$ cat config.mk
export PLATFORM = sky130hd
export DESIGN_NAME = i2c_slave_ctrl
export DESIGN_NICKNAME = d
export VERILOG_FILES = /design/src/rtl/i2c_pkg.sv /design/src/rtl/i2c_bus_events.sv /design/src/rtl/i2c_slave_ctrl.sv
export SDC_FILE = /design/constraint.sdc
export NUM_CORES = 1
export LEC_CHECK = 0
export ABC_AREA = 1
export CORE_MARGIN = 4
export CORE_UTILIZATION = 35
export DETAILED_ROUTE_END_ITERATION = 10
export PLACE_DENSITY = 0.57
export RECOVER_POWER = 50
export SYNTH_ARGS = -nofsm -noshare
export SYNTH_HDL_FRONTEND = slang
export SYNTH_SLANG_ARGS = --single-unit
$ cat constraint.sdc
create_clock -name FPGA_clk -period 1.4 [get_ports FPGA_clk]
set_clock_uncertainty 0.1 [all_clocks]
set_input_delay 0.14 -clock FPGA_clk [delete_from_list [all_inputs] [get_ports FPGA_clk]]
set_output_delay 0.14 -clock FPGA_clk [all_outputs]
set_load 0.02 [all_outputs]
$ cat src/rtl/i2c_pkg.sv
// Shared types and constants for the I2C slave receive and transmit paths.
// Holds the controller state encoding and the address/byte widths.
package i2c_pkg;

    localparam int I2C_ADDR_W = 7;
    localparam int I2C_BYTE_W = 8;
    localparam logic [I2C_BYTE_W-1:0] GEN_CALL_ADDR = 8'h00;

    typedef enum logic [2:0] {
        S_IDLE,
        S_ADDR,
        S_ADDR_ACK,
        S_DATA,
        S_DATA_ACK,
        S_IGNORE
    } i2c_slv_state_e;

endpackage

$ cat src/rtl/i2c_bus_events.sv
// I2C bus event decoder: SCL edges plus START/STOP from current and previous samples.
// Shared by the slave receive and transmit controllers.
module i2c_bus_events (
    input  logic FPGA_clk,
    input  logic rst,
    input  logic SCL,
    input  logic SCL_prev,
    input  logic SDA,
    input  logic SDA_prev,
    output logic scl_rise,
    output logic scl_fall,
    output logic start,
    output logic stop
);

    // Clock and reset stay on the port list so every user wires this block the same way.
    logic unused_clk_rst;
    assign unused_clk_rst = FPGA_clk ^ rst;

    assign scl_rise = SCL & ~SCL_prev;
    assign scl_fall = ~SCL & SCL_prev;
    assign start    = SCL & SCL_prev & SDA_prev & ~SDA;
    assign stop     = SCL & SCL_prev & ~SDA_prev & SDA;

endmodule

$ cat src/rtl/i2c_slave_ctrl.sv
// I2C slave receive-path controller: address decode, ACK drive, data decoder gating.
// Define I2C_GENERAL_CALL_EN to also ACK general-call writes and expose gc_hit.
module i2c_slave_ctrl
    import i2c_pkg::*;
#(
    parameter logic [I2C_ADDR_W-1:0] SLAVE_ADDR = 7'h2A,
    parameter int                    NUM_BYTES  = 6
) (
    input  logic                           FPGA_clk,
    input  logic                           rst,
    input  logic                           SCL,
    input  logic                           SCL_prev,
    input  logic                           SDA,
    input  logic                           SDA_prev,
    output logic                           SDA_down,
    output logic                           dec_en,
    output logic                           dec_clr,
    output logic                           addr_match,
    output logic                           rw_bit,
    output logic [$clog2(NUM_BYTES+1)-1:0] byte_cnt,
    output logic                           busy,
    output logic                           overflow
`ifdef I2C_GENERAL_CALL_EN
    ,
    output logic                           gc_hit
`endif
);

    localparam int CW = $clog2(NUM_BYTES + 1);
    localparam logic [CW-1:0] MAX_CNT = CW'(NUM_BYTES);

    i2c_slv_state_e        state_q;
    logic [I2C_BYTE_W-1:0] shift_q;
    logic [I2C_BYTE_W-1:0] shift_d;
    logic [3:0]            bit_cnt_q;
    logic [CW-1:0]         byte_cnt_q;
    logic                  sda_down_q;
    logic                  dec_en_q;
    logic                  dec_clr_q;
    logic                  addr_match_q;
    logic                  rw_bit_q;
    logic                  overflow_q;

    logic scl_rise;
    logic scl_fall;
    logic start;
    logic stop;
    logic eighth_fall;
    logic ack_fall;
    logic gc_addr;
    logic addr_hit;

    i2c_bus_events u_events (
        .FPGA_clk (FPGA_clk),
        .rst      (rst),
        .SCL      (SCL),
        .SCL_prev (SCL_prev),
        .SDA      (SDA),
        .SDA_prev (SDA_prev),
        .scl_rise (scl_rise),
        .scl_fall (scl_fall),
        .start    (start),
        .stop     (stop)
    );

    assign shift_d     = {shift_q[I2C_BYTE_W-2:0], SDA};
    assign eighth_fall = scl_fall && (bit_cnt_q == 4'd8);
    assign ack_fall    = scl_fall && (bit_cnt_q == 4'd1);

`ifdef I2C_GENERAL_CALL_EN
    logic gc_hit_q;

    assign gc_addr = (shift_q == GEN_CALL_ADDR);
    assign gc_hit  = gc_hit_q;

    always_ff @(posedge FPGA_clk) begin
        if (rst || start) begin
            gc_hit_q <= 1'b0;
        end else if (state_q == S_ADDR && eighth_fall && gc_addr) begin
            gc_hit_q <= 1'b1;
        end
    end
`else
    assign gc_addr = 1'b0;
`endif

    assign addr_hit = ((shift_q[I2C_BYTE_W-1:1] == SLAVE_ADDR) && !shift_q[0])
                      || gc_addr;

    always_ff @(posedge FPGA_clk) begin
        if (rst) begin
            state_q      <= S_IDLE;
            shift_q      <= '0;
            bit_cnt_q    <= '0;
            byte_cnt_q   <= '0;
            sda_down_q   <= 1'b0;
            dec_en_q     <= 1'b0;
            dec_clr_q    <= 1'b0;
            addr_match_q <= 1'b0;
            rw_bit_q     <= 1'b0;
            overflow_q   <= 1'b0;
        end else begin
            dec_clr_q <= 1'b0;
            if (stop) begin
                state_q      <= S_IDLE;
                sda_down_q   <= 1'b0;
                dec_en_q     <= 1'b0;
                addr_match_q <= 1'b0;
            end else if (start) begin
                state_q      <= S_ADDR;
                bit_cnt_q    <= '0;
                byte_cnt_q   <= '0;
                overflow_q   <= 1'b0;
                dec_clr_q    <= 1'b1;
                sda_down_q   <= 1'b0;
                dec_en_q     <= 1'b0;
                addr_match_q <= 1'b0;
            end else begin
                if (scl_rise && bit_cnt_q < 4'd8) begin
                    bit_cnt_q <= bit_cnt_q + 4'd1;
                end
                unique case (state_q)
                    S_IDLE: begin
                    end
                    S_ADDR: begin
                        if (scl_rise) begin
                            shift_q <= shift_d;
                        end
                        if (eighth_fall) begin
                            bit_cnt_q <= '0;
                            if (addr_hit) begin
                                sda_down_q   <= 1'b1;
                                addr_match_q <= 1'b1;
                                rw_bit_q     <= shift_q[0];
                                state_q      <= S_ADDR_ACK;
                            end else begin
                                state_q <= S_IGNORE;
                            end
                        end
                    end
                    S_ADDR_ACK: begin
                        if (ack_fall) begin
                            sda_down_q <= 1'b0;
                            dec_en_q   <= 1'b1;
                            bit_cnt_q  <= '0;
                            state_q    <= S_DATA;
                        end
                    end
                    S_DATA: begin
                        if (eighth_fall) begin
                            dec_en_q  <= 1'b0;
                            bit_cnt_q <= '0;
                            if (byte_cnt_q < MAX_CNT) begin
                                sda_down_q <= 1'b1;
                                byte_cnt_q <= byte_cnt_q + CW'(1);
                                state_q    <= S_DATA_ACK;
                            end else begin
                                overflow_q <= 1'b1;
                                state_q    <= S_IGNORE;
                            end
                        end
                    end
                    S_DATA_ACK: begin
                        if (ack_fall) begin
                            sda_down_q <= 1'b0;
                            bit_cnt_q  <= '0;
                            if (byte_cnt_q == MAX_CNT) begin
                                state_q <= S_IGNORE;
                            end else begin
                                dec_en_q <= 1'b1;
                                state_q  <= S_DATA;
                            end
                        end
                    end
                    S_IGNORE: begin
                        sda_down_q <= 1'b0;
                        dec_en_q   <= 1'b0;
                        // A full byte arriving after the last accepted one is an overflow.
                        if (eighth_fall) begin
                            bit_cnt_q <= '0;
                            if (addr_match_q && byte_cnt_q == MAX_CNT) begin
                                overflow_q <= 1'b1;
                            end
                        end
                    end
                endcase
            end
        end
    end

    assign SDA_down   = sda_down_q;
    assign dec_en     = dec_en_q;
    assign dec_clr    = dec_clr_q;
    assign addr_match = addr_match_q;
    assign rw_bit     = rw_bit_q;
    assign byte_cnt   = byte_cnt_q;
    assign busy       = (state_q != S_IDLE);
    assign overflow   = overflow_q;

endmodule

### Metal 3

Drawn at 6 px/µm.
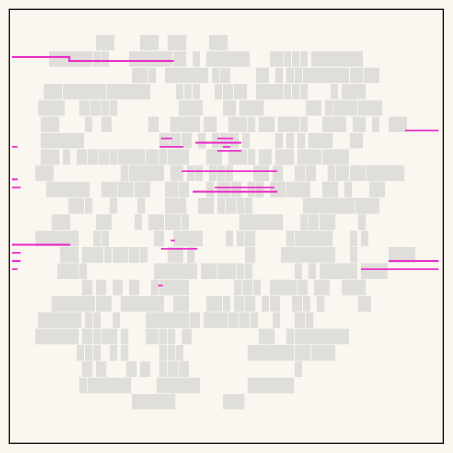
nets with wire on the layer: 20
longest straight run: 17.2 µm
wire length on this layer: 133 µm
main direction: horizontal

### Clock wiring as the flow saved it

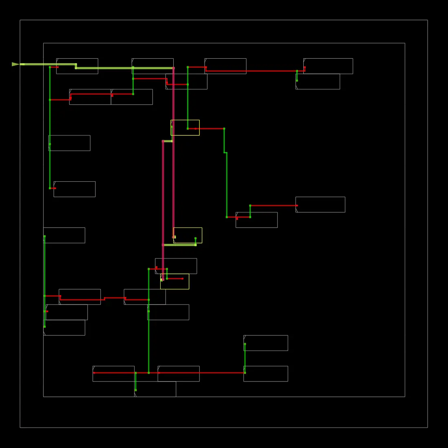
clock latency at the later pin of the worst-skew pair: 0.27 ns
number of clock sinks seen by CTS: 24
clock buffers: 3

### Signal wires on met1

Drawn at 4 px/µm. Supply wires on this layer in gray.
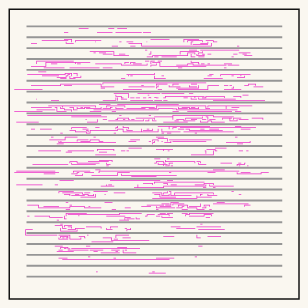
share of all routed wire: 51%
wire length on this layer: 1750 µm
longest straight run: 35.0 µm

==> results.sh <==
# implementation run metrics
export IMPL_hold_viol=0
export IMPL_grt_use_met1=0.203
export IMPL_placement_io_buffers=15
export IMPL_synthDistinctLibCells=25
export IMPL_cts_hold_repair_buffers=0
export IMPL_dr_first_iter_drc_count=96
export IMPL_coreArea_um2=4000
export IMPL_run_status="finished, final reports clean"
export IMPL_final_setup_viol_count=0
export IMPL_sequential_cell_area_um2=492
export IMPL_grt_util_all_layers=0.140
export IMPL_cts_resized=27
export IMPL_ys_top_logic_family="simple AND/OR/NAND/NOR gates"
export IMPL_area_fraction_in_and_or_nand_and_nor_cells=0.379
export IMPL_yosys_mux_area_fraction=0
export IMPL_ctsHtreeMaxLevel=1
export IMPL_viasPerCell=4.55
export IMPL_instances_no_fill=319
export IMPL_holdCritPathClass="reg2reg"
export IMPL_placedInstanceArea_um2=1860
export IMPL_syn_area_per_cell_um2=6.48
export IMPL_syn2layout_area_growth_pct=44.7
export IMPL_power_frac_clock=0.141
export IMPL_detailed_place_hpwl_um=2680
export IMPL_drive_gt1_frac=0.316
export IMPL_power_density_cell_area_nw_per_um2=1370
export IMPL_grt_max_degree=13
export IMPL_timing_critical_path_required_ns=1.47
export IMPL_adder_share=0.0609
export IMPL_vias_in_the_first_global_route=1301
export IMPL_switching_share=0.419
export IMPL_io_pins=16
export IMPL_tool_warnings=32
export IMPL_power_leakage_nw=1.02
export IMPL_dr_pass1_iters=4
export IMPL_seq_power_share=0.308
export IMPL_finalClockPeriodUsage=0.998
export IMPL_main_flop_type_after_synthesis="sky130_fd_sc_hd__dfxtp_1"
export IMPL_cts_root_buffer="sky130_fd_sc_hd__clkbuf_8"
export IMPL_layout_core_utilization=0.520
[final timing paths]
path         startpoint  endpoint  slack, ns  cells after the start
max          state_q[1]    dec_en      0.002                      8
min              rw_bit    rw_bit       0.34                      2
min reg2reg      rw_bit    rw_bit       0.34                      2
max reg2reg  state_q[1]    dec_en      0.002                      8
[sequential cells by signal, indices dropped and copies added (netlist names), 3 cells and up]
signal / flops
state_q: 3
byte_cnt: 3
bit_cnt_q: 4
shift_q: 8
[cells by family (layout without fill, tap and decap cells)]
group | count (synthesis) | after routing
AND/OR/NAND/NOR | 122 | 122
buffers and inverters | 35 | 82
AND-OR/OR-AND | 32 | 32
flip-flops | 24 | 24
adder cells (fa/ha/maj) | 7 | 7
XOR/XNOR | 2 | 2
[cell usage in the layout, fill, tap and decap left out, types with 4 or more instances in the layout]
cell type                       netlist  final
sky130_fd_sc_hd__inv_1               28     23
sky130_fd_sc_hd__a21oi_1             13     12
sky130_fd_sc_hd__nand2_1             43     38
sky130_fd_sc_hd__dfxtp_1             24     19
sky130_fd_sc_hd__nor2_2               3      7
sky130_fd_sc_hd__o21ai_0              8      7
sky130_fd_sc_hd__dlygate4sd2_1        0     10
sky130_fd_sc_hd__nand2_2              5      7
sky130_fd_sc_hd__nand2_4              1      4
sky130_fd_sc_hd__o21ai_1              7      8
sky130_fd_sc_hd__ha_1                 7      5
sky130_fd_sc_hd__buf_4                0     27
sky130_fd_sc_hd__nor2_1              42     34
sky130_fd_sc_hd__inv_2                4      8
sky130_fd_sc_hd__nor2_4               2      6
sky130_fd_sc_hd__nand3_1             21     17
[layout make-up]
type,count,area share
multi-input combinational,163,0.467
clock buffer,3,0.0198
sequential,24,0.236
timing repair buffer,45,0.182
tap,50,0.0301
inverter,34,0.0643
[layer usage]
metal | part of all wire | vias to the layer above | routed length, µm
met5 | 0 | - | 0
met4 | 0.016 | 0 | 54
met3 | 0.039 | 5 | 133
met2 | 0.44 | 31 | 1500
met1 | 0.51 | 620 | 1750
li1 | - | 795 | -
[worst max-delay path: stages (launching register included)]
cell and delay [ns]:
sky130_fd_sc_hd__dfxtp_2 0.37, sky130_fd_sc_hd__nor2_2 0.23, sky130_fd_sc_hd__buf_4 0.16, sky130_fd_sc_hd__nand2_1 0.07, sky130_fd_sc_hd__nand2_2 0.09, sky130_fd_sc_hd__buf_4 0.12, sky130_fd_sc_hd__inv_1 0.05, sky130_fd_sc_hd__nor2_4 0.08
sky130_fd_sc_hd__nor2_2 0.04
[through the flow]
| step | worst slack, ns | setup TNS (ns) |
|---|---|---|
| detailed placement | -0.284 | -4.86 |
| finish | 0.00227 | 0 |
| global placement | -0.269 | -4.51 |
| global route | -0.0932 | -1.08 |
| floorplan | 0.00486 | 0 |
| CTS | -0.0441 | -0.0504 |
[power groups by stage]
stage | clock (mW) | combinational (mW) | sequential, mW
2_1_floorplan | 0 | 0.837 | 0.914
3_3_place_gp | 0 | 1.35 | 0.868
3_5_place_dp | 0 | 1.35 | 0.867
4_1_cts | 0.419 | 1.37 | 0.862
5_1_grt | 0.454 | 1.73 | 0.892
6_report | 0.401 | 1.57 | 0.877
